Figure 1. Met2 routing (run 1).
Cells faint in the background.
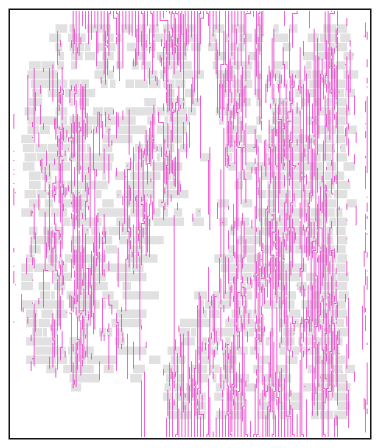
Figure 2. Clock network drawn from the DEF (run 1).
Scale bar: 20 microns.
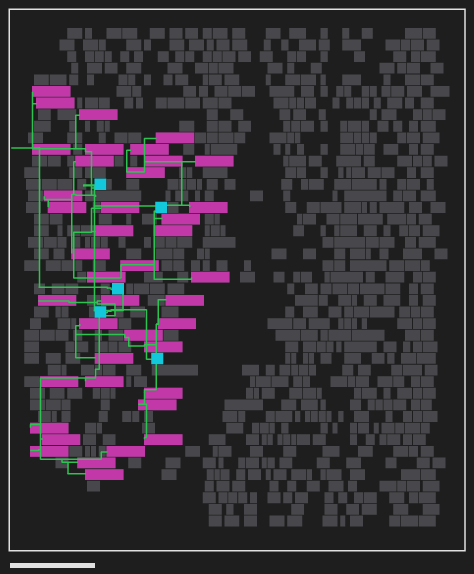
Figure 3. Track usage over the die (run 1).
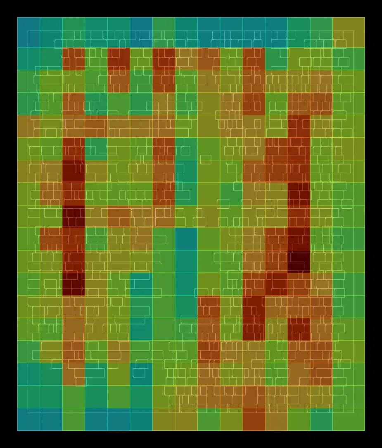
<file path="src/rtl/commit_unit.sv">
// commit_unit: in-order retirement stage at the head of the reorder buffer.
// Retires a finished head each cycle: pops the ROB, updates the architectural
// map, frees the old physical register, drains committed stores through a
// valid/ready handshake, sends branch outcomes to the predictor, and on a
// mispredict redirects fetch and holds a registered flush for FLUSH_CYCLES.
// Ports:
//   clk, rst                      clock, async active-high reset
//   head_entry, head_finish       ROB head entry and its finish bit
//   rob_empty                     ROB holds no entries
//   commit_pop                    head retired this cycle
//   retire_valid/rd_arch/rd_phy   architectural map update
//   free_valid/free_phy           register returned to the free list
//   store_commit_valid/id/ready   store drain handshake
//   bp_update_*                   predictor update
//   redirect_valid/redirect_pc    one-cycle fetch redirect
//   flush                         registered pipeline squash
//   retired_count                 total retired instructions (wraps)

package commit_unit_pkg;
  localparam int unsigned ARCH_W     = 5;
  localparam int unsigned PHY_W      = 6;
  localparam int unsigned STORE_ID_W = 4;
  localparam int unsigned ADDR_W     = 32;
  localparam int unsigned OPC_W      = 7;

  typedef struct packed {
    logic [ARCH_W-1:0]     rd_arch;
    logic [PHY_W-1:0]      rd_phy_old;
    logic [PHY_W-1:0]      rd_phy_new;
    logic [OPC_W-1:0]      opcode;
    logic                  mispredict;
    logic                  actual_taken;
    logic [ADDR_W-1:0]     actual_target;
    logic [ADDR_W-1:0]     update_pc;
    logic [STORE_ID_W-1:0] store_id;
    logic                  valid;
  } rob_entry_t;
endpackage

module commit_unit
  import commit_unit_pkg::*;
#(
  parameter int unsigned PHY_WIDTH      = commit_unit_pkg::PHY_W,
  parameter int unsigned STORE_ID_WIDTH = commit_unit_pkg::STORE_ID_W,
  parameter int unsigned ADDR_WIDTH     = commit_unit_pkg::ADDR_W,
  parameter int unsigned FLUSH_CYCLES   = 2
) (
  input  logic                      clk,
  input  logic                      rst,
  input  rob_entry_t                head_entry,
  input  logic                      head_finish,
  input  logic                      rob_empty,
  output logic                      commit_pop,
  output logic                      retire_valid,
  output logic [4:0]                retire_rd_arch,
  output logic [PHY_WIDTH-1:0]      retire_rd_phy,
  output logic                      free_valid,
  output logic [PHY_WIDTH-1:0]      free_phy,
  output logic                      store_commit_valid,
  output logic [STORE_ID_WIDTH-1:0] store_commit_id,
  input  logic                      store_commit_ready,
  output logic                      bp_update_valid,
  output logic [ADDR_WIDTH-1:0]     bp_update_pc,
  output logic [ADDR_WIDTH-1:0]     bp_actual_target,
  output logic                      bp_actual_taken,
  output logic                      redirect_valid,
  output logic [ADDR_WIDTH-1:0]     redirect_pc,
  output logic                      flush,
  output logic [31:0]               retired_count
);

  localparam int unsigned CNT_W = $clog2(FLUSH_CYCLES + 1);

  localparam logic [6:0] OP_STORE  = 7'b0100011;
  localparam logic [6:0] OP_BRANCH = 7'b1100011;
  localparam logic [6:0] OP_JAL    = 7'b1101111;
  localparam logic [6:0] OP_JALR   = 7'b1100111;

  typedef enum logic [1:0] {RUN, STORE_WAIT, FLUSH} state_t;

  state_t                    state, next_state;
  logic [CNT_W-1:0]          flush_cnt, next_cnt;
  logic [STORE_ID_WIDTH-1:0] store_id_q, next_sid;

  logic candidate, is_store, is_ctrl, has_rd;

  assign candidate = !rob_empty && head_entry.valid && head_finish;
  assign is_store  = (head_entry.opcode == OP_STORE);
  assign is_ctrl   = (head_entry.opcode == OP_BRANCH) || (head_entry.opcode == OP_JAL) ||
                     (head_entry.opcode == OP_JALR);
  assign has_rd    = (head_entry.rd_arch != 5'd0);

  // State register, flush counter, latched store id, flush and retire counter
  always_ff @(posedge clk or posedge rst) begin
    if (rst) begin
      state         <= RUN;
      flush_cnt     <= '0;
      store_id_q    <= '0;
      flush         <= 1'b0;
      retired_count <= 32'd0;
    end else begin
      state      <= next_state;
      flush_cnt  <= next_cnt;
      store_id_q <= next_sid;
      flush      <= (next_state == FLUSH);
      if (commit_pop) retired_count <= retired_count + 32'd1;
    end
  end

  // Next state and combinational retirement strobes; forced quiet during reset
  always_comb begin
    next_state         = state;
    next_cnt           = flush_cnt;
    next_sid           = store_id_q;
    commit_pop         = 1'b0;
    retire_valid       = 1'b0;
    retire_rd_arch     = 5'd0;
    retire_rd_phy      = '0;
    free_valid         = 1'b0;
    free_phy           = '0;
    store_commit_valid = 1'b0;
    store_commit_id    = '0;
    bp_update_valid    = 1'b0;
    bp_update_pc       = '0;
    bp_actual_target   = '0;
    bp_actual_taken    = 1'b0;
    redirect_valid     = 1'b0;
    redirect_pc        = '0;

    if (!rst) begin
      unique case (state)
        RUN: begin
          if (candidate) begin
            if (is_store) begin
              // Mispredict bit is meaningless on a store and is ignored
              store_commit_valid = 1'b1;
              store_commit_id    = STORE_ID_WIDTH'(head_entry.store_id);
              if (store_commit_ready) begin
                commit_pop = 1'b1;
              end else begin
                next_state = STORE_WAIT;
                next_sid   = STORE_ID_WIDTH'(head_entry.store_id);
              end
            end else begin
              commit_pop = 1'b1;
              if (has_rd) begin
                retire_valid   = 1'b1;
                retire_rd_arch = head_entry.rd_arch;
                retire_rd_phy  = PHY_WIDTH'(head_entry.rd_phy_new);
                free_valid     = 1'b1;
                free_phy       = PHY_WIDTH'(head_entry.rd_phy_old);
              end
              if (is_ctrl) begin
                bp_update_valid  = 1'b1;
                bp_update_pc     = ADDR_WIDTH'(head_entry.update_pc);
                bp_actual_target = ADDR_WIDTH'(head_entry.actual_target);
                bp_actual_taken  = head_entry.actual_taken;
                if (head_entry.mispredict) begin
                  redirect_valid = 1'b1;
                  redirect_pc    = head_entry.actual_taken ?
                                   ADDR_WIDTH'(head_entry.actual_target) :
                                   ADDR_WIDTH'(head_entry.update_pc + 32'd4);
                  next_state     = FLUSH;
                  next_cnt       = CNT_W'(FLUSH_CYCLES);
                end
              end
            end
          end
        end
        STORE_WAIT: begin
          // Hold the request with the latched id until the buffer accepts it
          store_commit_valid = 1'b1;
          store_commit_id    = store_id_q;
          if (store_commit_ready) begin
            commit_pop = 1'b1;
            next_state = RUN;
          end
        end
        FLUSH: begin
          if (flush_cnt <= CNT_W'(1)) begin
            next_state = RUN;
            next_cnt   = '0;
          end else begin
            next_cnt = flush_cnt - CNT_W'(1);
          end
        end
        default: next_state = RUN;
      endcase
    end
  end

endmodule

</file>
<file path="config.mk">
export PLATFORM = sky130hd
export DESIGN_NAME = commit_unit
export DESIGN_NICKNAME = d
export VERILOG_FILES = /design/src/rtl/commit_unit.sv
export SDC_FILE = /design/constraint.sdc
export NUM_CORES = 1
export LEC_CHECK = 0
export CAP_MARGIN = 10
export CORE_ASPECT_RATIO = 1.2
export CORE_MARGIN = 3
export CORE_UTILIZATION = 30
export CTS_BUF_LIST = sky130_fd_sc_hd__clkbuf_4
export DETAILED_ROUTE_END_ITERATION = 8
export GPL_TIMING_DRIVEN = 0
export PLACE_DENSITY = 0.68
export RECOVER_POWER = 50
export SYNTH_ARGS = -nofsm -noshare
export SYNTH_HDL_FRONTEND = slang
export SYNTH_SLANG_ARGS = --single-unit
</file>
<file path="constraint.sdc">
create_clock -name clk -period 2.95 [get_ports clk]
set_input_delay 0.59 -clock clk [delete_from_list [all_inputs] [get_ports clk]]
set_output_delay 0.59 -clock clk [all_outputs]
set_load 0.02 [all_outputs]
</file>
==> results.toml, run 1 <==
# flow metrics
[route]
route.detailed.drc = 0
antenna_left = 0
drt-vias-per-instance = 5.015
drt_iter0_markers = 175
first_pass_iters = 4
wire_per_inst_microns = 18.09
routed_wl_microns = 16050

[placed_design]
gp_congestion = 0.8940
dp_hpwl_microns = 12740
dp.cells = 859
portBuffers = 254

[cts]
cts_hold_buffers = 0
cts.path.max_buffers = 2
clkLatencyLatePin_ns = 0.36
cts_sinks = 41
cts_buffers = 5
clk_pin_slew_ns = 0.12
cts-root-buf = "clkbuf_4"
cts_tree = "built"
cts-htree-levels = 2

[timing]
slew_violations = 43
tightestPinTransition_ns = 1.555
finalHoldViolCount = 0
period_used_pct = 97.80
max_freq_mhz = 346.6
clock_skew_ns = 0.01506
rsz0062_at_grt = "yes"
period_needed_ns = 2.885
slew_headroom_pct = -3.761
setup_viol = 0

[floorplanning]
die_h_microns = 126.5
coreArea_sq_um = 11670
rows = 43
die.size.x_microns = 106.4
ios = 257
initCoreUtil_pct = 31.10
chipArea_sq_um = 13470

[setup_path]
max_stage_delay_ns = 0.26
slowest_stage = "and4_4"
end_kind = "output pin"
crit_required_ns = 2.36
crit_arrival_ns = 2.30
cp-start-kind = "primary input"
critPathMaxFanout = 6
crit_type = "primary input to output pin"
path_cells = "clkdlybuf4s15_2 > and4_4 > nand3_2 > buf_8 > buf_2 > buf_4 > nor3_4 > xnor2_1 > a21oi_2 > buf_6"
r2r_setup_slack_ns = 0.64

[power]
p_comb_share_pct = 29.5
power.switching_w = 0.0004588
switching_share_pct = 29.55
finalPower_w = 0.001553
total_leakage_power_nw = 3.349
seqPwrFrac_pct = 40.9
powerDensity_nw_per_um2 = 232.2
p_int_w = 0.001094
vdd_drop_max_uv = 295.1

[yosys]
edf_count = 0
ys_async_sr_fraction_pct = 100.0
synthTopCellsByArea = "dfrtp_1 (28%), and2_1 (13%), xnor2_1 (9.6%)"
most_common_cell = "and2_1"
syn-cell-area_sq_um = 3631
ff_type = "dfrtp_1"
ys_cells = 448
ys_seq_share_pct = 28.26
top_cells_by_count = "and2_1 (75), dfrtp_1 (41), xnor2_1 (40), nor2_1 (30), a21oi_1 (26)"
synth.net_count = 550
ys_types = 55
yosys_area_sq_um = 3631
syn-mean-instance-area_sq_um = 8.105
yosysWarnings = 0
top_area_cell = "dfrtp_1"
ys.flops = 41
synth_cells = 448
yosysTopAreaCellShare_pct = 28.26

[run_status]
violations = "max-capacitance violations, max-slew violations"
status = "complete, but fails checks"

[job]
max_cap_violations = 1
warnings = 28

[layout]
layoutNonFillerInstCount = 887
final_nets = 831
n_antenna_cell = 0
fillers = 1134
post_route_cells_drive_above_1_share_pct = 21.64
syn2layout_area_growth_pct = 84.22
ff_latch_area_sq_um = 1026
final-comb-area_sq_um = 2603

[grt]
gr-total-overflow = 0
antenna_found_initial = 2
grt_max_degree = 43
grt-busiest-layer = "met2"
grt_pass1_vias = 4609
grt_util_met1_pct = 24.63
grt_pass1_wl_microns = 24890

[hold_path]
hold_path_class = "register to register"
About Figure 1:
longest straight run: 63.6 microns
nets with wire on the layer: 738
main direction: vertical
M2 GR Usage: 43.23%
routed vias: 4448

About Figure 2:
[magenta] flip-flops | count: 41
[cyan] cells driving clock nets | count: 5
[green] clock wires | length: 538 microns
routed clock nets: 6
Clk power: 0.000459 W
Clock power frac: 29.6%

About Figure 3:
total track usage: 22.98%
GR Util met3: 7.226%

-- run 1: metrics by stage --
| step | cell area, sq um | utilization, % | setup WS [ns] | TNS (ns) | hold slack [ns] |
|---|---|---|---|---|---|
| 2_1_floorplan | 3631 | - | 0.07288 | 0 | 0.4503 |
| 3_3_place_gp | 6370 | 54.56 | -1.371 | -96.40 | 0.4661 |
| 3_5_place_dp | 6370 | 54.56 | -1.332 | -98.39 | 0.4653 |
| 4_1_cts | 6621 | 56.71 | -0.06782 | -0.06782 | 0.4902 |
| 5_1_grt | 6689 | 57.29 | -0.01392 | -0.04080 | 0.5181 |
| 6_report | 6689 | 57.29 | 0.06489 | 0 | 0.4853 |
-- run 1: cell families after synthesis --
| family | synth area share, % |
|---|---|
| compound gates | 10.99 |
| buf+inv | 6.099 |
| mux | 2.653 |
| xor+xnor | 13.75 |
| simple gates | 37.56 |
| fa+ha+maj | 0.6891 |
| flops | 28.26 |
-- run 1: cell usage in the layout, fill, tap and decap left out, types with 12 or more instances in the layout --
| cell | count |
|---|---|
| a21oi_1 | 22 |
| and2_1 | 75 |
| buf_2 | 26 |
| buf_4 | 37 |
| clkdlybuf4s15_2 | 15 |
| clkdlybuf4s50_1 | 100 |
| dfrtp_1 | 41 |
| dlygate4sd2_1 | 79 |
| inv_1 | 12 |
| nand2_1 | 22 |
| nand3_1 | 18 |
| nand4_1 | 15 |
| nor2_1 | 29 |
| nor3_1 | 12 |
| o21ai_0 | 17 |
| xnor2_1 | 39 |
| xor2_1 | 17 |
-- run 1: layer usage --
metal / routed length (microns) / share of wire, % / vias up
met1: 5762 / 36 / 2114
met5: 23 / 0.14 / -
li1: - / - / 2107
met3: 1513 / 9.4 / 31
met2: 8366 / 52 / 192
met4: 381 / 2.4 / 4
-- run 1: state kept, by name, summed over array words and instances (netlist names) --
name	flops
flush	1
flush_cnt	2
retired_count	32
state	2
store_id_q	4
-- run 1: layout make-up --
class                           count  share of cell area, %
Clock buffer                        5                 0.5612
Multi-Input combinational cell    364                  38.91
Clock inverter                      3                 0.9727
Sequential cell                    41                  15.34
Inverter                           14                 0.7856
Tap cell                          157                  2.937
Timing Repair Buffer              277                  37.52
Buffer                             26                  2.974
-- run 1: power groups by stage --
stage	Sequential (W)	Clock, W	Combinational, W
floorplan	0.000682	0	0.000137
global placement	0.000645	0	0.000447
detailed placement	0.000646	0	0.000453
CTS	0.000636	0.000465	0.000457
global route	0.000644	0.000490	0.000492
finish	0.000636	0.000459	0.000458
-- run 1: path summary, 6_finish.rpt --
kind / start / to / cells past startpoint
setup / recovery: head_entry[11] / redirect_pc[23] / 10
hold / removal: retired_count[31] / retired_count[31] / 1
setup reg to reg: state[1] / retired_count[30] / 8
hold reg to reg: retired_count[31] / retired_count[31] / 1
max in group asynchronous: rst / retired_count[24] / 2
min in group asynchronous: rst / retired_count[26] / 2
-- run 1: critical path, delay by kind of cell --
family	cells	cell delay, ns
AOI/OAI and AO/OA	1	0.19
buffers and inverters	5	0.88
xor gates and xnor gates	1	0.10
and+or+nand+nor	3	0.54
-- run 1: timing repair --
item | CTS | global route
setup buffers | 19 | 4
resized | 387 | 47
pin swaps | 29 | 14
cloned | 1 | 0
endpoints found under the setup margin | 124 | 52
## Run 2: what changed since run 1
--- a/config.mk
+++ b/config.mk
@@ -6,13 +6,14 @@
 export NUM_CORES = 1
 export LEC_CHECK = 0
 export CAP_MARGIN = 10
+export CELL_PAD_IN_SITES_DETAIL_PLACEMENT = 0
+export CELL_PAD_IN_SITES_GLOBAL_PLACEMENT = 1
 export CORE_ASPECT_RATIO = 1.2
-export CORE_MARGIN = 3
-export CORE_UTILIZATION = 30
+export CORE_UTILIZATION = 24
 export CTS_BUF_LIST = sky130_fd_sc_hd__clkbuf_4
 export DETAILED_ROUTE_END_ITERATION = 8
 export GPL_TIMING_DRIVEN = 0
-export PLACE_DENSITY = 0.68
+export PLACE_DENSITY = 0.79
 export RECOVER_POWER = 50
 export SYNTH_ARGS = -nofsm -noshare
 export SYNTH_HDL_FRONTEND = slang
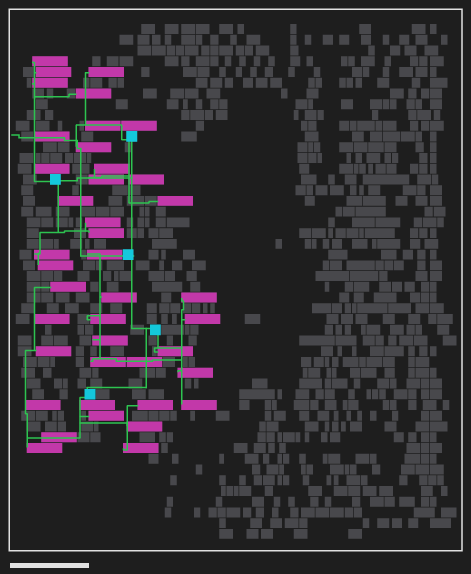
Figure 4: run 2, clock network drawn from the DEF.
Scale bar: 20 microns.
[green] clock wires | length: 536 microns
[cyan] cells driving clock nets | count: 5
[magenta] flip-flops | count: 41
routed clock nets: 6
Clock power frac: 19.2%
Layout Skew: 0.01261 ns
clk latency late pin: 0.36 ns
Clk power: 0.000259 W

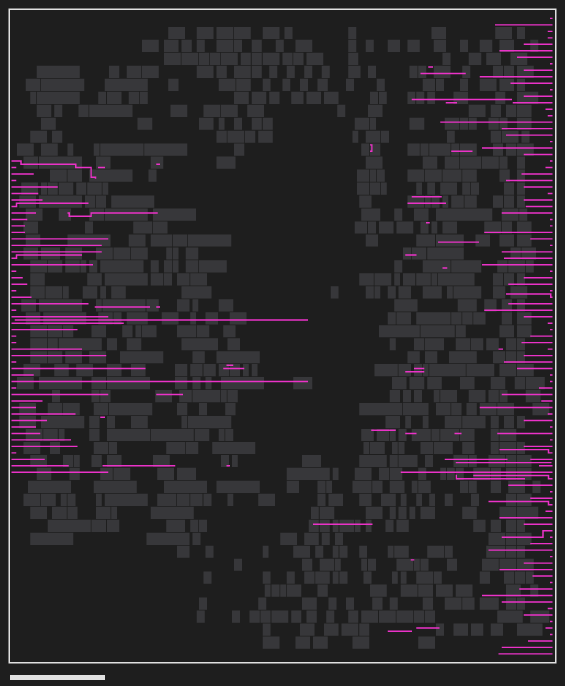
Figure 5: run 2, the metal 3 layer.
Scale bar: 20 microns. Cells faint in the background.
longest straight run: 61.9 microns
nets with wire on the layer: 169
share of all routed wire: 8.6%
wire length on this layer: 1390 microns
GR Util met3: 4.960%
routed wire length: 16280 microns

==> run 2 against run 1 <==
  * The flow still finishes with violations (max-capacitance violations, max-slew violations)
  * Register-to-register slack lost 0.24 ns
  * Total power shrank 13%
  * Sequential cell count is the same
  * Die size grew 16%
  * Fmax shrank 0.98%
  * Combinational power is essentially flat
  * Setup slack lost 0.029 ns
  * Synthesized cell count is the same
  * Critical endpoint is now bp_update_pc[31]
  * Via count grew 0.13%
==> results.toml, run 2 <==
# flow metrics
[timing]
period_needed_ns = 2.914
slew_headroom_pct = -4.420
slew_violations = 43
tightestPinTransition_ns = 1.565
period_used_pct = 98.77
finalHoldViolCount = 0
setup_ws_ns = 0.03636
setup_viol = 0

[placed_design]
portBuffers = 254
dpl_worst_slack_ns = -1.440
dp.cells = 902
dp_hpwl_microns = 12950
placed_cell_area_sq_um = 6424
gp_congestion = 0.8466

[hold_path]
hold_path_class = "register to register"

[setup_path]
r2r-end = "retired_count[14]"
critPathMaxFanout = 7
critPathLaunch = "head_entry[74]"
crit_family = "buffers and inverters"
reg2reg_depth = 8
slowest_stage = "clkdlybuf4s50_1"
crit_end = "bp_update_pc[31]"
crit_arrival_ns = 2.32
crit_required_ns = 2.36
r2r_setup_slack_ns = 0.40
crit_type = "primary input to output pin"
path_cells = "clkdlybuf4s50_1 > inv_1 > o21ai_4 > nor2_4 > clkbuf_8 > buf_4 > and2_1 > dlygate4sd2_1"
rr_startpoint = "state[1]"
cp-start-kind = "primary input"
cp.buffers_inverters = 5
end_kind = "output pin"
worstSetupPathDepth = 8

[power]
seqPwrFrac_pct = 47.1
vdd_drop_max_uv = 273.1
power.switching_w = 0.0004440
powerDensity_nw_per_um2 = 205.7
switching_share_pct = 32.83
p_comb_share_pct = 33.7
p_int_w = 0.0009083
total_leakage_power_nw = 3.316

[yosys]
edf_count = 0
top_area_cell = "dfrtp_1"
ys.flops = 41
yosys_area_sq_um = 3631
ys_cells = 448
ys_types = 55
top_cells_by_count = "and2_1 (75), dfrtp_1 (41), xnor2_1 (40), nor2_1 (30), a21oi_1 (26)"
yosysWarnings = 0
syn-mean-instance-area_sq_um = 8.105
synth_cells = 448
most_common_cell = "and2_1"
ys_async_sr_fraction_pct = 100.0
ff_type = "dfrtp_1"
synth.net_count = 550
ys_seq_share_pct = 28.26
synthTopCellsByArea = "dfrtp_1 (28%), and2_1 (13%), xnor2_1 (9.6%)"
syn-cell-area_sq_um = 3631

[cts]
cts-htree-levels = 2
cts_buffers = 5
cts_hold_buffers = 0
cts_tree = "built"
cts.path.max_buffers = 2
cts-root-buf = "clkbuf_4"
cts_sinks = 41
clk_pin_slew_ns = 0.10

[floorplanning]
rows = 48
initCoreUtil_pct = 24.88
die_h_microns = 136.7
coreArea_sq_um = 14590
ios = 257

[grt]
antenna_found_initial = 1
grt_pass1_wl_microns = 24410
grt_pass1_vias = 4494
grtUsageMet2_pct = 38.18
grt_max_degree = 43
grt_util_all_layers_pct = 20.19
grt_util_met1_pct = 21.54
gr-total-overflow = 0

[route]
vias = 4454
first_pass_iters = 4
drt_iter0_markers = 157
wire_per_inst_microns = 17.37
drt-vias-per-instance = 4.753
route.detailed.drc = 0

[layout]
final_nets = 839
regMostFlops = "retired_count"
fin_util_pct = 45.05
syn2layout_area_growth_pct = 81.08
final_cell_mix = "and2_1 (75), clkdlybuf4s50_1 (67), dlygate4sd2_1 (50), buf_2 (43), dfrtp_1 (41)"
final-comb-area_sq_um = 2585
layoutNonFillerInstCount = 937
reg_top3 = "retired_count: 32 flops, store_id_q: 4 flops"
post_route_cells_drive_above_1_share_pct = 26.09
fillers = 1525
largest_reg_flops = 32

[job]
warnings = 26
max_cap_violations = 1

[run_status]
status = "complete, but fails checks"
violations = "max-capacitance violations, max-slew violations"
[run 2: cell types whose count changed in the layout (fill, tap and decap cells not counted), moves of 14 or more]
cell	previous run	this run
clkdlybuf4s50_1	100	67
buf_2	26	43
clkbuf_2	6	33
dlygate4sd3_1	0	33
clkdlybuf4s15_2	15	1
dlygate4sd2_1	79	50
[run 2: per-stage QoR]
| stage | power [W] | setup TNS, ns |
|---|---|---|
| floorplan | 0.0008187 | 0 |
| global placement | 0.001098 | -104.69 |
| detailed placement | 0.001102 | -105.98 |
| CTS | 0.001369 | 0 |
| global route | 0.001427 | -0.06762 |
| finish | 0.001352 | 0 |
[run 2: power by group through the flow]
stage / combinational, W / clock, W / sequential [W]
final: 0.000456 / 0.000259 / 0.000637
after global routing: 0.000490 / 0.000295 / 0.000642
after CTS: 0.000459 / 0.000272 / 0.000638
after detailed placement: 0.000457 / 0 / 0.000645
after global placement: 0.000452 / 0 / 0.000646
after floorplan: 0.000137 / 0 / 0.000682
[run 2: cell families (layout without fill, tap and decap cells)]
logic type                 Yosys count  after routing  synth area share [%]
AOI/OAI and AO/OA                   69             69                 10.99
adders and majority gates            2              2                0.6891
xor gates and xnor gates            57             57                 13.75
buffers and inverters               43            331                 6.099
muxes                                9              9                 2.653
DFF                                 41             41                 28.26
and+or+nand+nor                    227            227                 37.56
other                                0              1                     0
[run 2: how the worst min path moves through the flow]
| stage | startpoint | to | slack, ns | depth (start not counted) |
|---|---|---|---|---|
| 4_1_cts | retired_count[31] | retired_count[31] | 0.49 | 1 |
| 3_5_place_dp | flush_cnt[0] | flush_cnt[0] | 0.48 | 1 |
| 3_3_place_gp | retired_count[31] | retired_count[31] | 0.46 | 1 |
| 2_1_floorplan | flush_cnt[0] | flush_cnt[0] | 0.45 | 1 |
| 6_report | retired_count[31] | retired_count[31] | 0.48 | 1 |
| 5_1_grt | retired_count[31] | retired_count[31] | 0.50 | 1 |
[run 2: repair_timing]
item,in CTS,in global routing
endpoints found under the hold margin,0,0
pin swaps,24,15
buffers inserted,26,3
gates resized,401,121
gates cloned,2,0
endpoints found under the setup margin,124,80
[run 2: metal layers]
| metal | vias to the layer above | part of all wire (%) |
|---|---|---|
| met4 | 0 | 2.5 |
| met2 | 201 | 52 |
| li1 | 2125 | - |
| met3 | 26 | 8.5 |
| met1 | 2102 | 37 |
| met5 | - | 0 |
[run 2: cell type report]
class                   instances  area share [%]
multi-input cells             364           39.31
repair buffers                285           36.42
flip-flops and latches         41           15.60
well taps                     200           3.806
plain buffers                  26           3.330
inverters                      14          0.8373
clock buffers                   5          0.5709
clock inverters                 1         0.07612
diodes                          1         0.03806
## Run 3: what changed since run 2
--- a/config.mk
+++ b/config.mk
@@ -15,6 +15,7 @@
 export GPL_TIMING_DRIVEN = 0
 export PLACE_DENSITY = 0.79
 export RECOVER_POWER = 50
+export SKIP_LAST_GASP = 1
 export SYNTH_ARGS = -nofsm -noshare
 export SYNTH_HDL_FRONTEND = slang
 export SYNTH_SLANG_ARGS = --single-unit
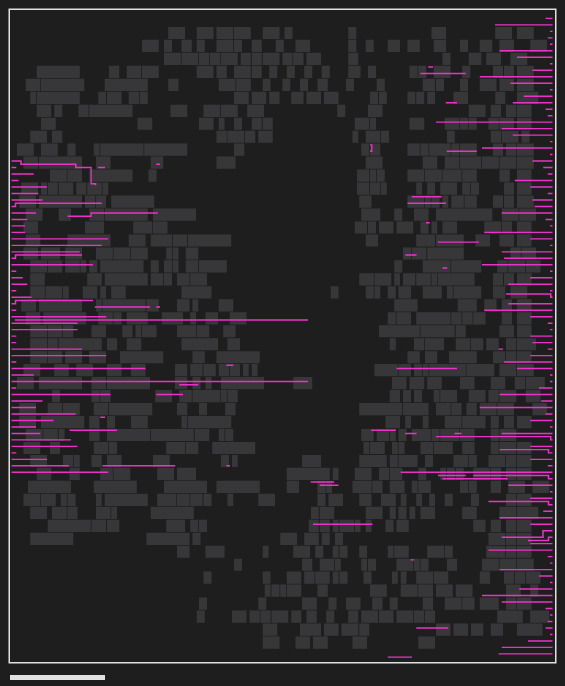
Figure 6: run 3, the metal 3 layer.
Scale bar: 20 microns. Cells faint in the background.
main direction: horizontal
nets with wire on the layer: 169
routed vias: 4472
routed wire length: 16270 microns

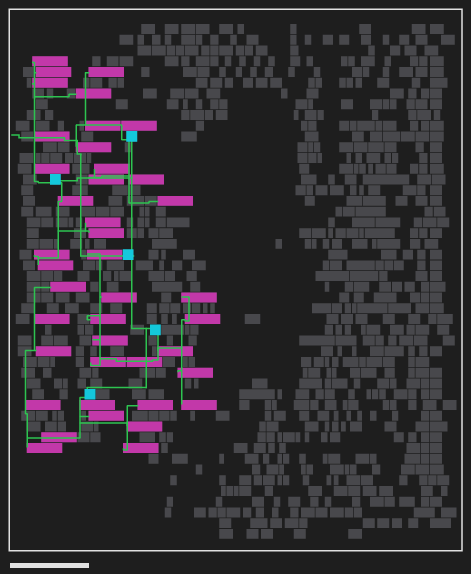
Figure 7: run 3, clock network drawn from the DEF.
Scale bar: 20 microns.
[magenta] flip-flops | count: 41
[green] clock wires | length: 539 microns
[cyan] cells driving clock nets | count: 5
routed clock nets: 6
Clock power frac: 19.0%
Layout Skew: 0.01134 ns
Clk power: 0.000260 W

==> run 3 against run 2 <==
  * The run now ends clean
  * Area after synthesis unchanged
  * Global-route usage is essentially flat
  * Fmax is 1.0% higher
  * Clock power is essentially flat
  * Critical endpoint is now redirect_pc[27]
==> results.toml, run 3 <==
# flow metrics
[timing]
period_used_pct = 97.78
slew_headroom_pct = 42.53
whs_ns = 0.4806
tightestPinTransition_ns = 0.8608
period_needed_ns = 2.885
finalHoldViolCount = 0
setup_viol = 0
rsz0062_at_grt = "yes"
slew_violations = 0
setup_ws_ns = 0.06544
max_freq_mhz = 346.7

[setup_path]
cp-start-kind = "primary input"
crit_type = "primary input to output pin"
crit_arrival_ns = 2.29
crit_required_ns = 2.36
end_kind = "output pin"
critPathMaxFanout = 5
max_stage_delay_ns = 0.52
crit_family = "simple AND/OR/NAND/NOR gates"
slowest_stage = "or4_4"
cp.buffers_inverters = 3
path_cells = "buf_2 > nand3_2 > or4_4 > buf_12 > nor4_4 > xnor2_1 > a21oi_1 > buf_4"

[grt]
gr-total-overflow = 0
grt_pass1_vias = 4488
grt_max_degree = 43
grt_util_all_layers_pct = 20.18
antenna_found_initial = 1
grt_pass1_wl_microns = 24390

[placed_design]
dpl_worst_slack_ns = -1.440
portBuffers = 254
gp_congestion = 0.8466
placed_cell_area_sq_um = 6424
dp_hpwl_microns = 12950

[layout]
final_area_sq_um = 6708
ff_latch_area_sq_um = 1026
final_nets = 839
regMostFlops = "retired_count"
final_cell_mix = "clkdlybuf4s50_1 (99), and2_1 (75), dlygate4sd2_1 (72), buf_4 (41), dfrtp_1 (41)"
post_route_cells_drive_above_1_share_pct = 22.69
largest_reg_flops = 32
fillers = 1519
syn2layout_area_growth_pct = 84.73
reg_top3 = "retired_count: 32 flops, store_id_q: 4 flops"
final-comb-area_sq_um = 2585
layout_top_cell = "clkdlybuf4s50_1"

[yosys]
ys_cells = 448
synthTopCellsByArea = "dfrtp_1 (28%), and2_1 (13%), xnor2_1 (9.6%)"
ys_async_sr_fraction_pct = 100.0
top_area_cell = "dfrtp_1"
syn-mean-instance-area_sq_um = 8.105
edf_count = 0
yosysTopAreaCellShare_pct = 28.26
ys_types = 55
ff_type = "dfrtp_1"
synth.net_count = 550
syn-cell-area_sq_um = 3631
top_cells_by_count = "and2_1 (75), dfrtp_1 (41), xnor2_1 (40), nor2_1 (30), a21oi_1 (26)"
synth_cells = 448
ys_seq_share_pct = 28.26
yosys_area_sq_um = 3631
yosysWarnings = 0
most_common_cell = "and2_1"
ys.flops = 41

[route]
antenna_left = 0
route.detailed.drc = 0
wire_per_inst_microns = 17.36
first_pass_iters = 4
drt-vias-per-instance = 4.773
drt_iter0_markers = 193

[cts]
cts_hold_buffers = 0
clkLatencyLatePin_ns = 0.36
cts_buffers = 5
cts-htree-levels = 2
cts_tree = "built"
cts.path.max_buffers = 2
clk_pin_slew_ns = 0.10
cts-root-buf = "clkbuf_4"
cts_sinks = 41

[power]
powerDensity_nw_per_um2 = 203.8
total_leakage_power_nw = 3.319
vdd_drop_max_uv = 273.0

[floorplanning]
ios = 257
initCoreUtil_pct = 24.88
coreArea_sq_um = 14590
rows = 48
die_h_microns = 136.7
chipArea_sq_um = 15630
die.size.x_microns = 114.3

[job]
warnings = 28
max_cap_violations = 0

[run_status]
status = "finished, final reports clean"

[hold_path]
hold_path_class = "register to register"
[run 3: netlist changes by cell type in the layout (fill, tap and decap cells not counted), sizes merged]
| cell | delta |
|---|---|
| buf | -3 |
| clkbuf | -27 |
| clkdlybuf4s15 | +7 |
| clkdlybuf4s50 | +32 |
| dlygate4sd2 | +22 |
| dlygate4sd3 | -33 |
| dlymetal6s2s | +2 |
[run 3: worst register-to-register path, delay by kind of cell, from the launching register on]
family	cells	cell delay [ns]
buf+inv	3	0.66
xor+xnor	1	0.16
flops	1	0.45
compound gates	2	0.60
simple gates	2	0.42
[run 3: cell type report]
type                    instances  area share [%]
clock buffers                   5          0.5596
clock inverters                 1         0.07461
repair buffers                285           37.66
flip-flops and latches         41           15.30
well taps                     200           3.731
diodes                          1         0.03731
inverters                      14          0.8207
plain buffers                  26           3.283
multi-input cells             364           38.54
[run 3: final timing paths]
path	cells past startpoint	startpoint	slack [ns]	endpoint
worst max-delay path	8	head_entry[21]	0.07	redirect_pc[27]
worst min-delay path	1	retired_count[31]	0.48	retired_count[31]
worst max register to register	8	state[1]	0.57	retired_count[14]
worst min register to register	1	retired_count[31]	0.48	retired_count[31]
max in group asynchronous	2	rst	1.91	retired_count[30]
min in group asynchronous	2	rst	0.49	flush
[run 3: timing repair]
item / 4_1_cts / 5_1_grt
gates resized: 400 / 67
pin swaps: 24 / 14
endpoints found under the setup margin: 124 / 81
setup buffers: 26 / 3
gates cloned: 2 / 0
[run 3: through the flow]
step / total power (W) / instances / utilization (%) / setup TNS [ns]
detailed placement: 0.001102 / 902 / 44.02 / -105.98
global route: 0.001441 / 937 / 45.96 / -0.03892
floorplan: 0.0008187 / 448 / - / 0
global placement: 0.001098 / 902 / 44.02 / -104.69
finish: 0.001367 / 937 / 45.96 / 0
CTS: 0.001369 / 933 / 45.64 / -0.05445
[run 3: cell families after synthesis]
family	synth area share, %
simple gates	37.56
mux	2.653
compound gates	10.99
xor+xnor	13.75
flops	28.26
buf+inv	6.099
fa+ha+maj	0.6891
[run 3: power by group]
part	internal (W)	switching, W
Clock	0.0000828	0.000177
Sequential	0.000596	0.0000425
Combinational	0.000242	0.000227
Total	0.000921	0.000447
[run 3: per-layer routing]
layer	up-vias	part of all wire, %	global-route usage [%]
li1	2124	-	-
met1	2122	37	21.54
met2	200	53	38.15
met3	26	8.3	4.960
met4	0	2.5	7.215
met5	-	0	0

==> notes/layouts.md <==
Pictures saved along the way, in no particular order.

Signal wires by layer.
image #1
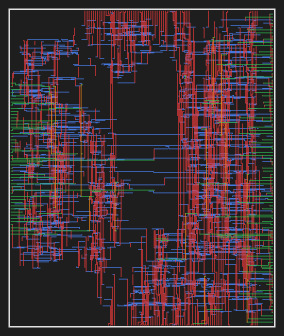
image #2
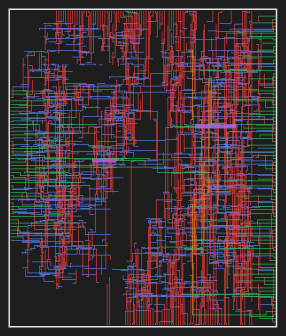
Run 1 is image #2.
Run 3 is image #1.

Power is estimated from default activity; no workload was simulated.
